===== config.mk =====
export PLATFORM = sky130hd
export DESIGN_NAME = divider_sh
export DESIGN_NICKNAME = d
export VERILOG_FILES = /design/src/rtl/divider_pkg.sv /design/src/rtl/divider_step.sv /design/src/rtl/divider_sh.sv
export SDC_FILE = /design/constraint.sdc
export NUM_CORES = 1
export LEC_CHECK = 0
export CAP_MARGIN = 20
export CORE_MARGIN = 2
export CORE_UTILIZATION = 51
export DETAILED_ROUTE_END_ITERATION = 12
export GPL_ROUTABILITY_DRIVEN = 0
export PLACE_DENSITY = 0.77
export SLEW_MARGIN = 20
export SYNTH_ARGS = -nofsm -noshare
export SYNTH_HDL_FRONTEND = slang
export SYNTH_SLANG_ARGS = --single-unit
export TNS_END_PERCENT = 50

===== constraint.sdc =====
create_clock -name clock -period 2.5 [get_ports clock]
set_input_delay 0.5 -clock clock [delete_from_list [all_inputs] [get_ports clock]]
set_output_delay 0.5 -clock clock [all_outputs]
set_load 0.02 [all_outputs]

===== src/rtl/divider_pkg.sv =====
// Shared types and sizing helpers for the sequential restoring divider.
package divider_pkg;

    localparam int DEFAULT_N = 16;

    typedef enum logic [1:0] {
        IDLE = 2'd0,
        CALC = 2'd1,
        FIX  = 2'd2
    } state_t;

    // Width needed to hold the iteration count N itself.
    function automatic int calc_cw(input int n);
        return $clog2(n + 1);
    endfunction

endpackage


===== src/rtl/divider_step.sv =====
// One restoring division iteration: shift in the next dividend bit, trial
// subtract the divisor and keep the result only when it stays non-negative.
module divider_step #(
    parameter int N = 16
) (
    input  logic [N:0]   rem,
    input  logic [N-1:0] quo,
    input  logic [N-1:0] dvs,
    output logic [N:0]   rem_nx,
    output logic [N-1:0] quo_nx
);

    logic [N:0] shifted;
    logic [N:0] trial;
    logic       unused_rem_msb;

    // The partial remainder never reaches the divisor, so its MSB is always
    // clear on entry and only the low N bits are shifted up.
    assign unused_rem_msb = rem[N];

    // Trial subtraction and commit/restore decision.
    always_comb begin
        shifted = {rem[N-1:0], quo[N-1]};
        trial   = shifted - {1'b0, dvs};
        if (!trial[N]) begin
            rem_nx = trial;
            quo_nx = {quo[N-2:0], 1'b1};
        end else begin
            rem_nx = shifted;
            quo_nx = {quo[N-2:0], 1'b0};
        end
    end

endmodule


===== src/rtl/divider_sh.sv =====
// Multi-cycle signed/unsigned restoring divider with start/ready handshake,
// divide-by-zero and signed-overflow fast paths, and a one-cycle done pulse.
//
//   state | meaning
//   ------+-----------------------------------------------------------
//   IDLE  | ready=1, waiting for start; results from last op held
//   CALC  | one restoring step per clock, counter runs N down to 1
//   FIX   | apply signs or fast-path values, load outputs, pulse done
module divider_sh
    import divider_pkg::*;
#(
    parameter int N = DEFAULT_N
) (
    input  logic         clock,
    input  logic         reset,
    input  logic         start,
    input  logic         is_signed,
    input  logic [N-1:0] dividend,
    input  logic [N-1:0] divisor,
    output logic         ready,
    output logic [N-1:0] Q,
    output logic [N-1:0] A,
    output logic         done,
    output logic         div_by_zero,
    output logic         overflow
);

    localparam int CW = calc_cw(N);
    localparam logic [N-1:0] SMIN = {1'b1, {(N-1){1'b0}}};

    state_t         state;
    state_t         state_nx;
    logic [CW-1:0]  cnt;
    logic [N:0]     rem;
    logic [N-1:0]   quo;
    logic [N-1:0]   dvs;
    logic           neg_q;
    logic           neg_r;
    logic           fz;
    logic           fo;

    logic [N:0]     rem_nx;
    logic [N-1:0]   quo_nx;
    logic           in_dz;
    logic           in_ov;
    logic [N-1:0]   dvd_mag;
    logic [N-1:0]   dvs_mag;
    logic [N-1:0]   q_res;
    logic [N-1:0]   a_res;

    assign in_dz   = (divisor == '0);
    assign in_ov   = is_signed && (dividend == SMIN) && (divisor == '1);
    assign dvd_mag = (is_signed && dividend[N-1]) ? -dividend : dividend;
    assign dvs_mag = (is_signed && divisor[N-1])  ? -divisor  : divisor;

    divider_step #(.N(N)) u_step (
        .rem    (rem),
        .quo    (quo),
        .dvs    (dvs),
        .rem_nx (rem_nx),
        .quo_nx (quo_nx)
    );

    // State register.
    always_ff @(posedge clock or negedge reset) begin
        if (!reset) begin
            state <= IDLE;
        end else begin
            state <= state_nx;
        end
    end

    // Next-state decode; special operands skip the iteration loop.
    always_comb begin
        state_nx = state;
        case (state)
            IDLE: begin
                if (start) begin
                    state_nx = (in_dz || in_ov) ? FIX : CALC;
                end
            end
            CALC: begin
                if (cnt == CW'(1)) begin
                    state_nx = FIX;
                end
            end
            FIX:     state_nx = IDLE;
            default: state_nx = IDLE;
        endcase
    end

    // Handshake output.
    always_comb begin
        ready = (state == IDLE);
    end

    // Operand capture and iteration datapath.
    always_ff @(posedge clock or negedge reset) begin
        if (!reset) begin
            cnt   <= '0;
            rem   <= '0;
            quo   <= '0;
            dvs   <= '0;
            neg_q <= 1'b0;
            neg_r <= 1'b0;
            fz    <= 1'b0;
            fo    <= 1'b0;
        end else begin
            case (state)
                IDLE: begin
                    if (start) begin
                        fz    <= in_dz;
                        fo    <= in_ov;
                        neg_q <= is_signed && (dividend[N-1] ^ divisor[N-1]);
                        neg_r <= is_signed && dividend[N-1];
                        dvs   <= dvs_mag;
                        rem   <= '0;
                        // Divide-by-zero reports the raw dividend, so keep it
                        // unmodified in the quotient register.
                        quo   <= in_dz ? dividend : dvd_mag;
                        cnt   <= (in_dz || in_ov) ? '0 : CW'(N);
                    end
                end
                CALC: begin
                    rem <= rem_nx;
                    quo <= quo_nx;
                    cnt <= cnt - CW'(1);
                end
                default: ;
            endcase
        end
    end

    // Final result selection with sign correction.
    always_comb begin
        q_res = neg_q ? -quo : quo;
        a_res = neg_r ? -rem[N-1:0] : rem[N-1:0];
        if (fz) begin
            q_res = '1;
            a_res = quo;
        end else if (fo) begin
            q_res = SMIN;
            a_res = '0;
        end
    end

    // Result and flag registers, loaded only on completion and held after.
    always_ff @(posedge clock or negedge reset) begin
        if (!reset) begin
            Q           <= '0;
            A           <= '0;
            done        <= 1'b0;
            div_by_zero <= 1'b0;
            overflow    <= 1'b0;
        end else begin
            done <= 1'b0;
            if (state == FIX) begin
                done        <= 1'b1;
                Q           <= q_res;
                A           <= a_res;
                div_by_zero <= fz;
                overflow    <= fo;
            end
        end
    end

endmodule


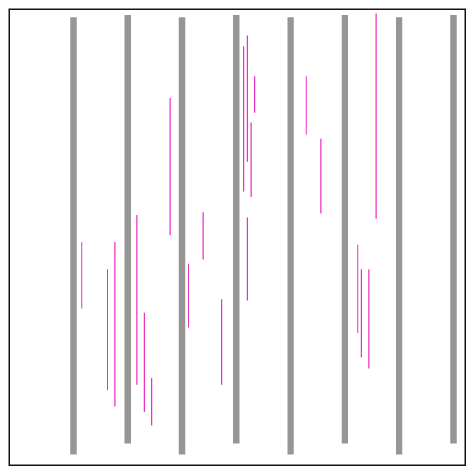
met4.png
Drawn at 4 px/um. Supply wires on this layer in grey.
nets with wire on the layer: 18
share of all routed wire: 3.1%
wire length on this layer: 514 um
via count: 5813
DRT Wirelength: 16.4 mm

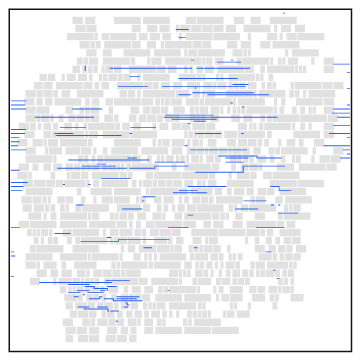
met3.png
Drawn at 3 px/um. Cells faint in the background.
longest straight run: 37.7 um
share of all routed wire: 5.3%
main direction: horizontal
nets with wire on the layer: 92
grt met3 use: 3.56%

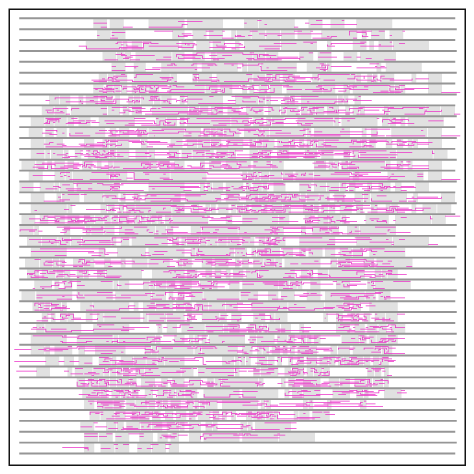
met1.png
Drawn at 4 px/um. Supply wires on this layer in grey. Cells faint in the background.
share of all routed wire: 43%
nets with wire on the layer: 803
main direction: horizontal
longest straight run: 35.4 um
wire length on this layer: 7040 um
met1 GRT Util: 34.0%

==> impl_metrics.tcl <==
# implementation run metrics
set metrics [dict create \
    p_comb_mw 6.49 \
    cts_sinks 94 \
    rows 40 \
    violations "negative setup slack" \
    ys_warn_count 0 \
    cts_setup_buffers 0 \
    cts_tree "yes" \
    cp_slowest_cell "a2111oi_4" \
    portBuffers 71 \
    warnings 30 \
    die_h_um 114 \
    status "finished with violations" \
    worstReg2RegStart "quo[15]" \
    p_seq_share_pct 26.6 \
    crit_type "reg -> reg" \
    ys_types 66 \
    dp_hpwl_mm 12.2 \
    ios 72 \
    grt_max_degree 54 \
    clkPwrFrac_pct 13.4 \
    clk_pin_slew_worst_paths_ns 0.07 \
    seq-power_mw 2.88 \
    final_area_um2 7740 \
    post-route-util_pct 65.2 \
    power_mw 10.8 \
    fin_skew_ns 0.0125 \
    worst_slack_ns -0.0558 \
    synth.most_common_cell "dfrtp_1" \
    worstPathCellList "inv_1, ha_2, fa_2, nand2b_4, a21oi_4, o21ai_2, a2111oi_4, a211oi_4, buf_12, a32oi_1, o21ai_1" \
    layout-drive-gt1-share_pct 13.4 \
    slew_headroom_pct 52.4 \
    dp.cells 952 \
    tns_ns -0.487 \
    critPathBufInv 2 \
    ir_worst_vdd_mv 0.727 \
    clockBufferDepth 2 \
    htree_levels 3 \
    grt_overflow 0 \
    finalCriticalPeriod_ns 2.56 \
    fp_nets 769 \
    place_area_um2 7410 \
    diodes 0 \
    final-comb-area_um2 3550 \
    synth.ff_latch_count 94 \
    async_reset_ff_share_pct 100 \
    cp-start-kind "register" \
    end_kind "register" \
    critical_path.top_delay_family "AND-OR/OR-AND gates" \
    worstHoldPathType "in -> async" \
    hold_viol_final 0 \
    syn_to_final_growth_pct 26.3 \
    core_um2 11900 \
    final_cell_count_no_fill 968 \
    synth_area_leader_cell "dfrtp_1" \
    crit_fanout 26 \
    p_sw_mw 4.90 \
    grt_pass1_wl_mm 26.9 \
    edf_count 0 \
    ant_nets 0 \
    root_buffer "clkbuf_16" \
    grt_antenna_before_repair 0 \
    ys_cells 709 \
    maxCapViolations 0 \
    clock.latency.late_pin_ns 0.36 \
    regToRegSetupSlack_ns -0.06 \
    setup_viol 14 \
    cpPeakStageDelay_ns 0.39 \
    yosys_area_um2 6130 \
    synthFlopType "dfrtp_1" \
    fin_hold_ws_ns 0.0826 \
    timing.final.crit_share_pct 102 \
    final_max_slew_viol_count 0 \
    cp_data_required_time_ns 2.73 \
    fill_cells 953 \
    rr_endpoint "rem[14]" \
    synth_area_um2 6130 \
    grt_pass1_vias 5604 \
    yosys.area.top_type_share_pct 38.4 \
    die_area_um2 12900 \
    dr.pass1.iters 5 \
    worst_pin_slew_ns 0.714 \
    num-nets-final 876 \
    maxPowerGroup "combinational logic" \
    power.density_nw_per_um2 1400 \
    drc_errors 0 \
    vias_per_cell 6.01 \
    p_leak_nw 3.34 \
    rsz0062_at_grt "true" \
    lay_top_count "dfrtp_1" \
    p_int_mw 5.93 \
    combPwrFrac_pct 60.0 \
]
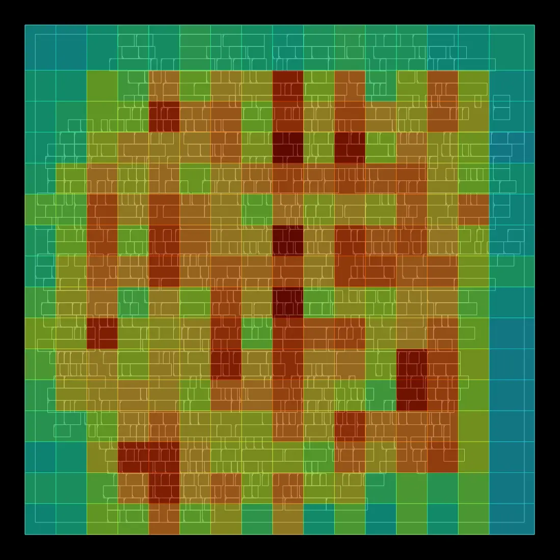
final_congestion.png
GR Util All Layers: 25.9%
drt wl/cell: 17.0 um
met2 Use GR: 43.3%

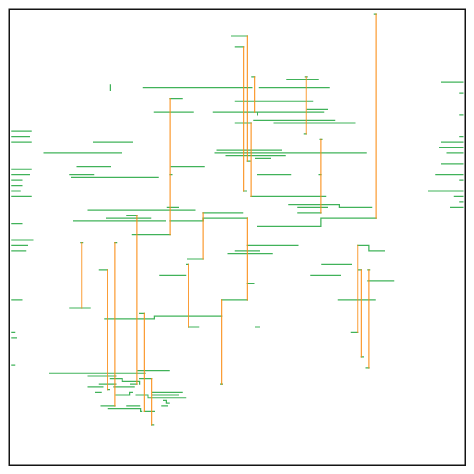
metal_stack.png
Drawn at 4 px/um. Only two layers are drawn.
[met3] green | wire length: 874 um
[met4] orange | wire length: 514 um

==> worst max path at each step <==
| stage | from | end | slack, ns | depth (start not counted) |
|---|---|---|---|---|
| final | quo[15] | rem[14] | -0.06 | 11 |
| after floorplan | quo[15] | rem[5] | 0.02 | 11 |
| after detailed placement | divisor[6] | quo[14] | -0.15 | 8 |
| after global routing | quo[15] | rem[7] | -0.16 | 11 |
| after CTS | quo[15] | rem[4] | -0.04 | 11 |
| after global placement | divisor[6] | quo[8] | -0.02 | 8 |
==> sequential cells by signal, summed over array words and instances, names as in the netlist <==
name / flops
state: 2
overflow: 1
neg_r: 1
done: 1
dvs: 16
rem: 16
fo: 1
fz: 1
neg_q: 1
A: 16
cnt: 5
Q: 16
div_by_zero: 1
quo: 16
==> cells by family (layout without fill, tap and decap cells) <==
group	count (synthesis)	in the layout	synth area share, %
flops	94	94	38.4
simple gates	228	228	18.0
compound gates	215	215	23.0
fa+ha+maj	24	24	5.02
xor+xnor	65	65	9.29
mux	10	10	1.63
buf+inv	73	185	4.68
==> repair_timing <==
item | in CTS | in global routing
setup endpoints to repair | 13 | 18
hold buffers | 0 | 0
pin swaps | 1 | 0
resized | 1 | 5
==> layout make-up <==
class,count,share of cell area (%)
sequential,94,30.4
clock inverter,7,1.13
multi-input combinational,542,45.8
timing repair buffer,132,15.6
inverter,37,1.79
clock buffer,9,2.91
tap,147,2.38
==> per-layer routing <==
layer  track usage, %  share of wire (%)  up-vias  wire length, um
met3             3.56                5.3       48              874
met1             34.0                 43     2834             7040
met2             43.3                 49      187             7990
met4             11.0                3.1        0              514
li1                 -                  -     2744                -
met5                0                  0        -                0
